Cells colored by class:
Fill, decap, tap and diode cells in gray.
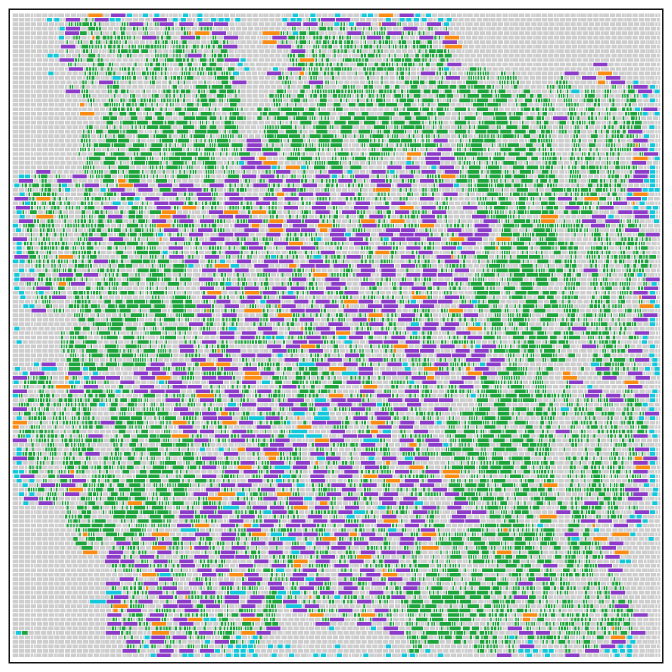
Clock nets:
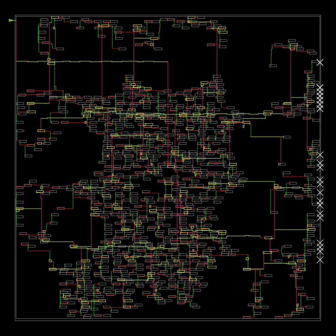
`config.mk`:
```
export PLATFORM = sky130hd
export DESIGN_NAME = mat_vec_engine
export DESIGN_NICKNAME = d
export VERILOG_FILES = /design/src/rtl/mvm_pkg.sv /design/src/rtl/mat_vec_engine_mac_lane.sv /design/src/rtl/mat_vec_engine.sv
export SDC_FILE = /design/constraint.sdc
export NUM_CORES = 2
export LEC_CHECK = 0
export ABC_AREA = 1
export CORE_MARGIN = 1
export CORE_UTILIZATION = 45
export DETAILED_ROUTE_END_ITERATION = 6
export GPL_TIMING_DRIVEN = 0
export REMOVE_ABC_BUFFERS = 1
export SETUP_SLACK_MARGIN = 0.5
export SYNTH_ARGS = -nofsm -noshare
export SYNTH_HDL_FRONTEND = slang
export SYNTH_SLANG_ARGS = --single-unit
export TNS_END_PERCENT = 20
```
`constraint.sdc`:
```
create_clock -name clk -period 42.8 [get_ports clk]
set_clock_uncertainty 0.15 [all_clocks]
set_input_delay 8.56 -clock clk [delete_from_list [all_inputs] [get_ports clk]]
set_output_delay 8.56 -clock clk [all_outputs]
set_load 0.01 [all_outputs]
```
`src/rtl/mvm_pkg.sv`:
```
// mvm_pkg: shared types and sizing helpers for the matrix-vector engine
package mvm_pkg;
  typedef enum logic [1:0] {LOAD, RUN, RESULT} state_t;
  localparam int DEF_ROWS = 8;
  localparam int DEF_COLS = 8;
  localparam int DEF_DATA_WIDTH = 8;
  localparam int DEF_ACC_WIDTH = 24;
  function automatic int acc_min_w(input int dw, input int cols);
    return 2 * dw + $clog2(cols);
  endfunction
  function automatic int cnt_w(input int n);
    return $clog2(n + 1);
  endfunction
  function automatic int idx_w(input int n);
    return n > 1 ? $clog2(n) : 1;
  endfunction
endpackage

```
`src/rtl/mat_vec_engine_mac_lane.sv`:
```
// mac_lane: one multiply-accumulate lane, wrapping modulo 2^ACC_WIDTH
//   en          accumulate a*b this cycle
//   clr         zero the accumulator (wins over en)
//   signed_mode sign-extend a and b, otherwise zero-extend
//   acc         running sum
module mac_lane #(
  parameter int DATA_WIDTH = 8,
  parameter int ACC_WIDTH = 24
) (
  input  logic                  clk,
  input  logic                  rst,
  input  logic                  en,
  input  logic                  clr,
  input  logic                  signed_mode,
  input  logic [DATA_WIDTH-1:0] a,
  input  logic [DATA_WIDTH-1:0] b,
  output logic [ACC_WIDTH-1:0]  acc
);
  logic [ACC_WIDTH-1:0] ax, bx;
  assign ax = {{(ACC_WIDTH-DATA_WIDTH){signed_mode & a[DATA_WIDTH-1]}}, a};
  assign bx = {{(ACC_WIDTH-DATA_WIDTH){signed_mode & b[DATA_WIDTH-1]}}, b};
  always_ff @(posedge clk or posedge rst)
    if (rst) acc <= '0;
    else if (clr) acc <= '0;
    else if (en) acc <= acc + ax * bx;
endmodule

```
`src/rtl/mat_vec_engine.sv`:
```
// mat_vec_engine: y = A*x with a row-skewed MAC array and valid/ready result port
//   a_valid/a_ready/a_data  one column of A per beat, lane i = row i
//   b_valid/b_ready/b_data  one element of x per beat, index 0 first
//   signed_mode, acc_en     sampled on the edge that starts a job
//   clr                     accumulator clear, only acted on while loading
//   busy                    computing or holding results
//   res_valid/res_ready/res_data  all ROWS results at once, lane i = y[i]
module mat_vec_engine
  import mvm_pkg::*;
#(
  parameter int ROWS = DEF_ROWS,
  parameter int COLS = DEF_COLS,
  parameter int DATA_WIDTH = DEF_DATA_WIDTH,
  parameter int ACC_WIDTH = DEF_ACC_WIDTH
) (
  input  logic                       clk,
  input  logic                       rst,
  input  logic                       a_valid,
  output logic                       a_ready,
  input  logic [ROWS*DATA_WIDTH-1:0] a_data,
  input  logic                       b_valid,
  output logic                       b_ready,
  input  logic [DATA_WIDTH-1:0]      b_data,
  input  logic                       signed_mode,
  input  logic                       acc_en,
  input  logic                       clr,
  output logic                       busy,
  output logic                       res_valid,
  input  logic                       res_ready,
  output logic [ROWS*ACC_WIDTH-1:0]  res_data
);
  localparam int CW = cnt_w(COLS);
  localparam int KW = cnt_w(COLS + ROWS - 2);
  localparam int IW = idx_w(COLS);
  localparam logic [CW-1:0] CFULL = CW'(COLS);
  localparam logic [KW-1:0] KLAST = KW'(COLS + ROWS - 2);
  state_t state, nxt;
  logic [CW-1:0] a_cnt, b_cnt;
  logic [KW-1:0] k;
  logic sm_q, start, last, hs, a_fire, b_fire, acc_clr;
  logic [DATA_WIDTH-1:0] a_buf [COLS][ROWS];
  logic [DATA_WIDTH-1:0] x_buf [COLS];
  logic [DATA_WIDTH-1:0] x_cur;
  logic [DATA_WIDTH-1:0] skew [1:ROWS-1];
  assign a_ready = state == LOAD && a_cnt < CFULL;
  assign b_ready = state == LOAD && b_cnt < CFULL;
  assign busy = state != LOAD;
  assign res_valid = state == RESULT;
  assign a_fire = a_valid & a_ready;
  assign b_fire = b_valid & b_ready;
  assign start = state == LOAD && a_cnt == CFULL && b_cnt == CFULL;
  assign last = state == RUN && k == KLAST;
  assign hs = state == RESULT && res_ready;
  // acc_en only matters on the start edge, so it is used directly there
  assign acc_clr = (state == LOAD && clr) || (start && !acc_en);
  // head of the skew chain: x[k] while it exists, zero once x is exhausted
  assign x_cur = k < KW'(COLS) ? x_buf[k[IW-1:0]] : '0;
  always_comb begin
    nxt = state;
    nxt = start ? RUN : last ? RESULT : hs ? LOAD : state;
  end
  always_ff @(posedge clk or posedge rst)
    if (rst) begin
      state <= LOAD;
      a_cnt <= '0;
      b_cnt <= '0;
      k <= '0;
      sm_q <= 1'b0;
    end else begin
      state <= nxt;
      k <= state == RUN ? k + 1'b1 : '0;
      a_cnt <= hs ? '0 : a_cnt + CW'(a_fire);
      b_cnt <= hs ? '0 : b_cnt + CW'(b_fire);
      if (start) sm_q <= signed_mode;
    end
  always_ff @(posedge clk or posedge rst)
    if (rst) begin
      for (int j = 0; j < COLS; j++) begin
        x_buf[j] <= '0;
        for (int r = 0; r < ROWS; r++) a_buf[j][r] <= '0;
      end
    end else begin
      if (a_fire)
        for (int r = 0; r < ROWS; r++) a_buf[a_cnt[IW-1:0]][r] <= a_data[r*DATA_WIDTH +: DATA_WIDTH];
      if (b_fire) x_buf[b_cnt[IW-1:0]] <= b_data;
    end
  // skew[i] holds x[k-i], so lane i sees its element i cycles after lane 0
  always_ff @(posedge clk or posedge rst)
    if (rst) begin
      for (int i = 1; i < ROWS; i++) skew[i] <= '0;
    end else begin
      skew[1] <= x_cur;
      for (int i = 2; i < ROWS; i++) skew[i] <= skew[i-1];
    end
  for (genvar i = 0; i < ROWS; i++) begin : g_lane
    logic [KW-1:0] kd;
    logic en;
    logic [DATA_WIDTH-1:0] b_in;
    assign kd = k - KW'(i);
    assign en = state == RUN && k >= KW'(i) && kd < KW'(COLS);
    if (i == 0) begin : g_head
      assign b_in = x_cur;
    end else begin : g_tap
      assign b_in = skew[i];
    end
    mac_lane #(.DATA_WIDTH(DATA_WIDTH), .ACC_WIDTH(ACC_WIDTH)) u_lane (
      .clk(clk),
      .rst(rst),
      .en(en),
      .clr(acc_clr),
      .signed_mode(sm_q),
      .a(a_buf[kd[IW-1:0]][i]),
      .b(b_in),
      .acc(res_data[i*ACC_WIDTH +: ACC_WIDTH])
    );
  end
endmodule

```
==> notes.md <==
run results: status=finished with violations, failing checks=DRC, # DRC=between 80 and 90, NumNets Final=slightly above 10000, worst setup path endpoint=g_lane[1].u_lane.acc[23]$_DFFE_PP0P_, vias per cell=5.22, final hold slack=between 0.3 and 0.4 ns, worst-margin pin slew=between 1 and 1.5 ns, FP Rows=~140, Crit Path Class=reg2reg, Fillers=roughly 15000, critical path startpoint=k[0]$_DFF_PP0_, Final period util=26.4%, most numerous cell on the critical path=inv_1, TNS Setup=0 ns, logic area=roughly 43000 um2, cells on worst reg2reg path=39, max cap viols=0, Worst Path Max Fanout=100, # port buffers=275, GR peak layer=met2, NonClk Buf Share=about 5%, Die Area=roughly 160000 um2, area grow syn2layout=13.2%, starting density of the core=approximately 45%, FFs w/ async S/R, synth=100%, H-tree depth=3, Commonest Layout Cell=nand2_1, Comb/total area=a little over half, yosys aoi share=approximately 15%, Resized Gates After CTS=0, first-pass GRT wire length=just over 300000 um, fin util=51.3%, Top non-seq family=adder cells, Crit path largest cell delay=roughly 1.0 ns, count leader, synth=nand2_1, area share, top type=between 30% and 40%, met1 Resource Use GR=between 30% and 40%, Finished Layout Cells=roughly 11000, CTS tree=done, clk buf depth=3, fin crit period=11.28 ns, # setup viols final=0, Post-Syn Area=69900 um2, share of cells above drive strength 1=roughly 3.6%, met2 usage=about two fifths, Post-CTS Hold Fix Bufs=0, RR Startpoint=k[0]$_DFF_PP0_, Reg-to-Reg End=g_lane[1].u_lane.acc[23]$_DFFE_PP0P_, TritonCTS buffer count=101, Mean Syn Cell Area=between 7 and 8 um2, family with the most delay on the worst path=adder cells, Final Hold Viols=0, met2 WL=approximately 86000 um, YS chip area=~70000 um2, warnings from Yosys=0, crit end category=flop, Clock-cell share=~4.6%, setup slack after layout=around 32 ns, main flop type=dfrtp_1, Initial DRC Count=4065, CP Data Arrival Time=between 10 and 15 ns, #MultiIn Comb=approximately 6400, Max-slew headroom=approximately 7.2%, worst reg2reg setup slack=roughly 32 ns
Notes on 'cells colored by class' above:
color	class	cells	share of their area
orange	clock drivers and dummy loads	184	4.7%
purple	flip-flops	839	27%
green	all other logic	7852	63%
cyan	other buffers and delay cells	349	5.3%

Notes on 'clock nets' above:
TritonCTS Sinks: 839
CLK BUF: 142

